===== config.mk =====
export PLATFORM = sky130hd
export DESIGN_NAME = snn_upsample2d_flat
export DESIGN_NICKNAME = d
export VERILOG_FILES = /design/src/rtl/snn_upsample2d_if.sv /design/src/rtl/snn_upsample2d.sv /design/src/flat_wrapper.sv
export SDC_FILE = /design/constraint.sdc
export NUM_CORES = 1
export LEC_CHECK = 0
export CELL_PAD_IN_SITES_DETAIL_PLACEMENT = 1
export CELL_PAD_IN_SITES_GLOBAL_PLACEMENT = 1
export CORE_AREA = 10 10 143 145
export CTS_BUF_LIST = sky130_fd_sc_hd__clkbuf_4 sky130_fd_sc_hd__clkbuf_8
export DETAILED_ROUTE_END_ITERATION = 10
export DIE_AREA = 0 0 153 155
export GPL_TIMING_DRIVEN = 0
export PLACE_DENSITY = 0.79
export REMOVE_ABC_BUFFERS = 1
export SLEW_MARGIN = 20
export SYNTH_ARGS = -nofsm -noshare
export SYNTH_HDL_FRONTEND = slang
export SYNTH_SLANG_ARGS = --single-unit

===== constraint.sdc =====
create_clock -name clk -period 3.5 [get_ports clk]
set_input_delay 0.875 -clock clk [delete_from_list [all_inputs] [get_ports clk]]
set_output_delay 0.875 -clock clk [all_outputs]
set_load 0.01 [all_outputs]

===== src/rtl/snn_upsample2d_if.sv =====
// Spike packet stream bundle, shared by the input and output sides of the
// upsampling layer.
//   tdata  : {valid/flag[31:24], ch[23:16], y[15:8], x[7:0]}
//   tvalid : beat valid (master -> slave)
//   tready : slave can accept (slave -> master)
//   tlast  : end-of-timestep marker (master -> slave)
interface snn_upsample2d_if;
    logic [31:0] tdata;
    logic        tvalid;
    logic        tready;
    logic        tlast;

    modport master (output tdata, output tvalid, output tlast, input tready);
    modport slave  (input tdata, input tvalid, input tlast, output tready);
endinterface


===== src/rtl/snn_upsample2d.sv =====
// Spike-domain nearest-neighbour upsampling. Every accepted in-bounds spike
// at (ch, y, x) is expanded into SCALE x SCALE output spikes at
// (ch, y*SCALE+dy, x*SCALE+dx), emitted in raster order (dy outer, dx inner).
// Out-of-bounds or flag-zero beats are consumed and counted as dropped.
//
// Ports:
//   clk, reset          : clock, synchronous active-high reset
//   enable              : gates acceptance of new input spikes
//   s_axis_input        : input spike stream (slave)
//   m_axis_output       : output spike stream (master)
//   input_spike_count   : accepted in-bounds spikes
//   output_spike_count  : completed output handshakes
//   dropped_count       : consumed but discarded beats
//   busy                : expansion in progress
//
// state | meaning
// IDLE  | waiting for an input beat, tready follows enable
// EMIT  | presenting the SCALE*SCALE expanded beats
module snn_upsample2d #(
    parameter int IN_WIDTH  = 14,
    parameter int IN_HEIGHT = 14,
    parameter int CHANNELS  = 32,
    parameter int SCALE     = 2
) (
    input  logic                    clk,
    input  logic                    reset,
    input  logic                    enable,
    snn_upsample2d_if.slave         s_axis_input,
    snn_upsample2d_if.master        m_axis_output,
    output logic [31:0]             input_spike_count,
    output logic [31:0]             output_spike_count,
    output logic [31:0]             dropped_count,
    output logic                    busy
);

    typedef enum logic {IDLE, EMIT} state_t;

    // 9-bit limits so CHANNELS = 256 still compares correctly against 8-bit fields
    localparam logic [8:0] W_LIM = 9'(IN_WIDTH);
    localparam logic [8:0] H_LIM = 9'(IN_HEIGHT);
    localparam logic [8:0] C_LIM = 9'(CHANNELS);
    localparam logic [3:0] S_MAX = 4'(SCALE - 1);

    state_t      state_q, state_d;
    logic [7:0]  ch_q, ch_d;
    logic [7:0]  y_q, y_d;
    logic [7:0]  x_q, x_d;
    logic        last_q, last_d;
    logic [3:0]  dx_q, dx_d;
    logic [3:0]  dy_q, dy_d;
    logic [31:0] in_cnt_q, in_cnt_d;
    logic [31:0] out_cnt_q, out_cnt_d;
    logic [31:0] drop_cnt_q, drop_cnt_d;

    logic        s_tready;
    logic        in_hs;
    logic        in_ok;
    logic        out_hs;
    logic        final_beat;
    logic [7:0]  y_out;
    logic [7:0]  x_out;

    // tready is forced low while reset is held so nothing is consumed then
    assign s_tready   = (state_q == IDLE) & enable & ~reset;
    assign in_hs      = s_axis_input.tvalid & s_tready;
    assign in_ok      = (s_axis_input.tdata[31:24] != 8'd0)
                      & ({1'b0, s_axis_input.tdata[7:0]}   < W_LIM)
                      & ({1'b0, s_axis_input.tdata[15:8]}  < H_LIM)
                      & ({1'b0, s_axis_input.tdata[23:16]} < C_LIM);
    assign out_hs     = (state_q == EMIT) & m_axis_output.tready;
    assign final_beat = (dx_q == S_MAX) & (dy_q == S_MAX);

    assign y_out = 8'(32'(y_q) * SCALE) + {4'd0, dy_q};
    assign x_out = 8'(32'(x_q) * SCALE) + {4'd0, dx_q};

    assign s_axis_input.tready  = s_tready;
    assign m_axis_output.tvalid = (state_q == EMIT);
    assign m_axis_output.tdata  = (state_q == EMIT) ? {8'h01, ch_q, y_out, x_out} : 32'd0;
    assign m_axis_output.tlast  = (state_q == EMIT) & last_q & final_beat;
    assign busy                 = (state_q == EMIT);

    assign input_spike_count  = in_cnt_q;
    assign output_spike_count = out_cnt_q;
    assign dropped_count      = drop_cnt_q;

    always_comb begin
        state_d    = state_q;
        ch_d       = ch_q;
        y_d        = y_q;
        x_d        = x_q;
        last_d     = last_q;
        dx_d       = dx_q;
        dy_d       = dy_q;
        in_cnt_d   = in_cnt_q;
        out_cnt_d  = out_cnt_q;
        drop_cnt_d = drop_cnt_q;
        case (state_q)
            IDLE: begin
                if (in_hs) begin
                    if (in_ok) begin
                        ch_d     = s_axis_input.tdata[23:16];
                        y_d      = s_axis_input.tdata[15:8];
                        x_d      = s_axis_input.tdata[7:0];
                        last_d   = s_axis_input.tlast;
                        dx_d     = 4'd0;
                        dy_d     = 4'd0;
                        in_cnt_d = in_cnt_q + 32'd1;
                        state_d  = EMIT;
                    end else begin
                        drop_cnt_d = drop_cnt_q + 32'd1;
                    end
                end
            end
            EMIT: begin
                if (out_hs) begin
                    out_cnt_d = out_cnt_q + 32'd1;
                    if (dx_q == S_MAX) begin
                        dx_d = 4'd0;
                        if (dy_q == S_MAX) begin
                            dy_d    = 4'd0;
                            state_d = IDLE;
                        end else begin
                            dy_d = dy_q + 4'd1;
                        end
                    end else begin
                        dx_d = dx_q + 4'd1;
                    end
                end
            end
            default: state_d = IDLE;
        endcase
    end

    always_ff @(posedge clk) begin
        if (reset) begin
            state_q    <= IDLE;
            ch_q       <= 8'd0;
            y_q        <= 8'd0;
            x_q        <= 8'd0;
            last_q     <= 1'b0;
            dx_q       <= 4'd0;
            dy_q       <= 4'd0;
            in_cnt_q   <= 32'd0;
            out_cnt_q  <= 32'd0;
            drop_cnt_q <= 32'd0;
        end else begin
            state_q    <= state_d;
            ch_q       <= ch_d;
            y_q        <= y_d;
            x_q        <= x_d;
            last_q     <= last_d;
            dx_q       <= dx_d;
            dy_q       <= dy_d;
            in_cnt_q   <= in_cnt_d;
            out_cnt_q  <= out_cnt_d;
            drop_cnt_q <= drop_cnt_d;
        end
    end

endmodule


===== src/flat_wrapper.sv =====
// flat-port wrapper written by rule: the top's interface ports become plain ports
module snn_upsample2d_flat 
#(
    parameter int IN_WIDTH  = 14,
    parameter int IN_HEIGHT = 14,
    parameter int CHANNELS  = 32,
    parameter int SCALE     = 2
)
  (clk, reset, enable, input_spike_count, output_spike_count, dropped_count, busy, s_axis_input_tdata, s_axis_input_tvalid, s_axis_input_tlast, s_axis_input_tready, m_axis_output_tdata, m_axis_output_tvalid, m_axis_output_tlast, m_axis_output_tready);
  snn_upsample2d_if s_axis_input_i ();
  snn_upsample2d_if m_axis_output_i ();
  input  logic clk;
  input  logic reset;
  input  logic enable;
  output logic [31:0] input_spike_count;
  output logic [31:0] output_spike_count;
  output logic [31:0] dropped_count;
  output logic busy;
  input wire logic [$bits(s_axis_input_i.tdata)-1:0] s_axis_input_tdata;
  input wire logic [$bits(s_axis_input_i.tvalid)-1:0] s_axis_input_tvalid;
  input wire logic [$bits(s_axis_input_i.tlast)-1:0] s_axis_input_tlast;
  output wire logic [$bits(s_axis_input_i.tready)-1:0] s_axis_input_tready;
  output wire logic [$bits(m_axis_output_i.tdata)-1:0] m_axis_output_tdata;
  output wire logic [$bits(m_axis_output_i.tvalid)-1:0] m_axis_output_tvalid;
  output wire logic [$bits(m_axis_output_i.tlast)-1:0] m_axis_output_tlast;
  input wire logic [$bits(m_axis_output_i.tready)-1:0] m_axis_output_tready;
  assign s_axis_input_i.tdata = s_axis_input_tdata;
  assign s_axis_input_i.tvalid = s_axis_input_tvalid;
  assign s_axis_input_i.tlast = s_axis_input_tlast;
  assign s_axis_input_tready = s_axis_input_i.tready;
  assign m_axis_output_tdata = m_axis_output_i.tdata;
  assign m_axis_output_tvalid = m_axis_output_i.tvalid;
  assign m_axis_output_tlast = m_axis_output_i.tlast;
  assign m_axis_output_i.tready = m_axis_output_tready;
  snn_upsample2d #(.IN_WIDTH(IN_WIDTH), .IN_HEIGHT(IN_HEIGHT), .CHANNELS(CHANNELS), .SCALE(SCALE)) u_core (.clk(clk), .reset(reset), .enable(enable), .s_axis_input(s_axis_input_i), .m_axis_output(m_axis_output_i), .input_spike_count(input_spike_count), .output_spike_count(output_spike_count), .dropped_count(dropped_count), .busy(busy));
endmodule

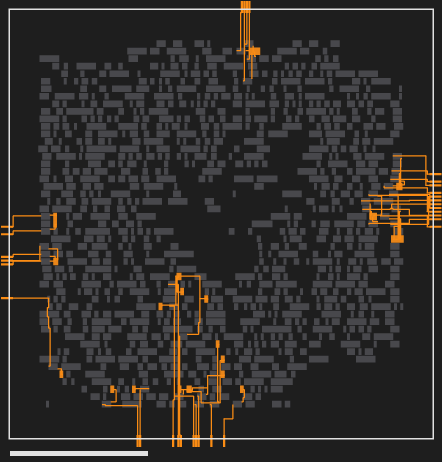
(images/port_trees.png)
Scale bar: 50 um.
color	port	bits	direction	edge	end cells	buffers	wire
orange	s_axis_input_tdata	32	input	12 right, 10 bottom, 6 left, 4 top	20	32	995 um
I/O Buffers: 162
I/O pins: 170

==> notes.md <==
impl run done, here's what came out: clock tree buffer depth 2, vias per cell 5.30, Setup Buffers After CTS 0, Leading power group sequential cells, status finished clean, Synth Instances 751, VDD IR max 0.194 mV, Chip Height 155 um, yosys aoi share 14.2%, Antenna Nets Post-Route 0, worst r2r src u_core.busy, Worst Setup SP s_axis_input_tdata[13], chip width 153 um, NetSw 0.654 mW, MaxCap Viol Count 0, total combinational power 0.0988 mW, crit path cell chain clkdlybuf4s50_1 > nor4_1 > o211a_1 > nand2_2 > or4_1 > a21oi_1, vias in the first global route 6138, count of cell types in the netlist 49, headroom to the max-slew limit 36.0%, Diodes inserted 0, Crit path depth 6, cell internal pwr 2.34 mW, worst-path maximum fanout 33, fa+ha+maj area frac 3.25%, layout cells sized above 1 5.84%, critical path capture point type flip-flop, total gr overflow 0, Resized Gates After CTS 6, Post-synth regs 128, Main logic family simple AND/OR/NAND/NOR gates, XOR-XNOR Cells, Area Fraction 7.58%, fillers 2103, Leakage 2.84 nW, Core Util at FP 35.3%, Critical Path RT 3.86 ns, Worst-Margin Slew 0.951 ns, endpoints failing hold 0, clk root buf clkbuf_8, OpenROAD warning count 27, Synth async-reset ratio 0%, fin. max-slew vios 0, mux share 0.160%, Detailed Routing Iterations Pass 1 4, antenna violations before repair 0, yosys simple share 29.3%, Logic pwr share 3.3%, hold crit path type flip-flop to flip-flop, reg2reg path depth 5, flip-flops with a built-in enable 0, routability cong. 0.766, CTS buffer count 17, # DRC 0, total power 2.99 mW, pwr/cell area 352 nW/um2, Mapped Area 6240 um2, nets 947, CTS tree built, sequential logic power 1.46 mW, clk slew on worst S/H paths 0.07 ns, crit share post-route 97.6%, RSZ-0062 raised after global routing false, Rows 49, yosys cell count 751, CP bufs+invs 1
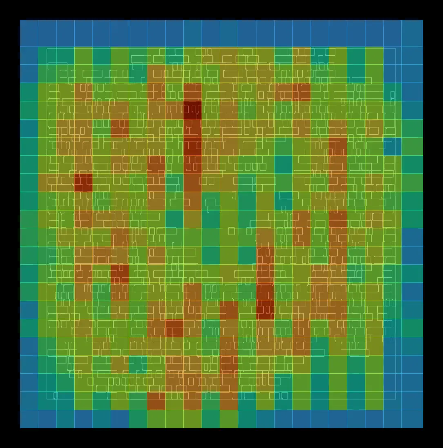
(images/congestion_map.png)
average wire per standard cell: 17.4 um
GRT Max-Usage Layer: met2
GRT Resource Usage Total: 16.2%
GR Util met2: 27.3%
met1 Usage GRT: 19.0%

==> cell families (layout without fill, tap and decap cells) <==
group,Yosys count,count (layout)
other,1,7
muxes,1,1
AOI/OAI and AO/OA,149,149
DFF,128,128
buffers and inverters,63,213
xor gates and xnor gates,54,54
adders and majority gates,15,15
and+or+nand+nor,340,340
==> synthesized netlist by cell type, types with 2 or more instances <==
cell         n  area share (%)
a21boi_0     2            0.24
a21o_1       3            0.36
a21oi_1     71             5.7
and2_1      22             2.2
and3_1      20             2.0
and4_1       9             1.3
buf_2        3            0.24
buf_4        9             1.1
clkbuf_1    33             2.0
dfxtp_1    128              41
fa_1         2            0.64
ha_1        13             2.6
inv_1       18             1.1
nand2_1     70             4.2
nand3_1     39             3.1
nand4_1     34             3.4
nand4b_1     2            0.28
nor2_1      58             3.5
nor2b_1      8            0.80
nor3_1       7            0.56
nor4_1      14             1.4
o2111ai_1    5            0.70
o211ai_1     3            0.36
o21ai_0     37             3.0
o21ai_1      2            0.16
o311ai_0     3            0.42
o31ai_1     14             1.7
o41ai_1      3            0.42
or2_2        2            0.20
or3_1       32             3.2
or3b_2       2            0.28
or4_1       14             1.7
xnor2_1     26             3.7
xor2_1      28             3.9
==> metal layers <==
metal / GRT usage (%) / up-vias / part of all wire [%]
li1: - / 2964 / -
met1: 19.0 / 2913 / 45
met2: 27.3 / 129 / 47
met3: 6.67 / 12 / 7.3
met4: 3.27 / 0 / 0.64
met5: 0 / - / 0
==> metrics by stage <==
step	utilization, %	setup TNS [ns]	worst slack, ns	area [um2]	instances
2_1_floorplan	-	0	0.420	6050	712
5_1_grt	48.1	0	0.00839	8490	1136
6_report	48.1	0	0.0835	8490	1136
4_1_cts	47.9	0	0.00357	8460	1136
3_3_place_gp	45.1	-404.41	-4.57	7960	1103
3_5_place_dp	45.3	-38.46	-1.10	8000	1104
==> final cells by class <==
cell class	count	area [um2]	share of cell area (%)
Inverter	18	67.6	0.795
Clock inverter	10	159	1.87
Timing Repair Buffer	163	1650	19.5
Sequential cell	128	2560	30.2
Tap cell	229	287	3.37
Multi-Input combinational cell	566	3480	41.0
Clock buffer	22	284	3.34
==> worst min path at each step <==
| stage | depth (start not counted) | from | end | slack, ns |
|---|---|---|---|---|
| final | 2 | u_core.ch_q[0] | u_core.ch_q[0] | 0.45 |
| after global placement | 2 | u_core.ch_q[3] | u_core.ch_q[3] | 0.44 |
| after global routing | 2 | u_core.ch_q[4] | u_core.ch_q[4] | 0.47 |
| after detailed placement | 2 | u_core.ch_q[0] | u_core.ch_q[0] | 0.44 |
| after CTS | 2 | u_core.ch_q[0] | u_core.ch_q[0] | 0.45 |
| after floorplan | 2 | u_core.ch_q[0] | u_core.ch_q[0] | 0.42 |
==> cells in the final DEF, fill, tap and decap left out, drive strengths merged, types with 7 or more instances in the layout <==
cell type and instances:
a21oi 71, inv 18, and4 9, nor2 58
nand4 34, nand3 39, xnor2 26, ha 13
clkdlybuf4s50 157, o31ai 14, nor4 14, nor3 8
xor2 28, nand2 70, o21ai 39, nor2b 8
or4 15, and2 22, and3 20, dfxtp 128
conb 7, or3 32, clkbuf 22
No activity file was given, so power comes from the tool's default toggle rates.
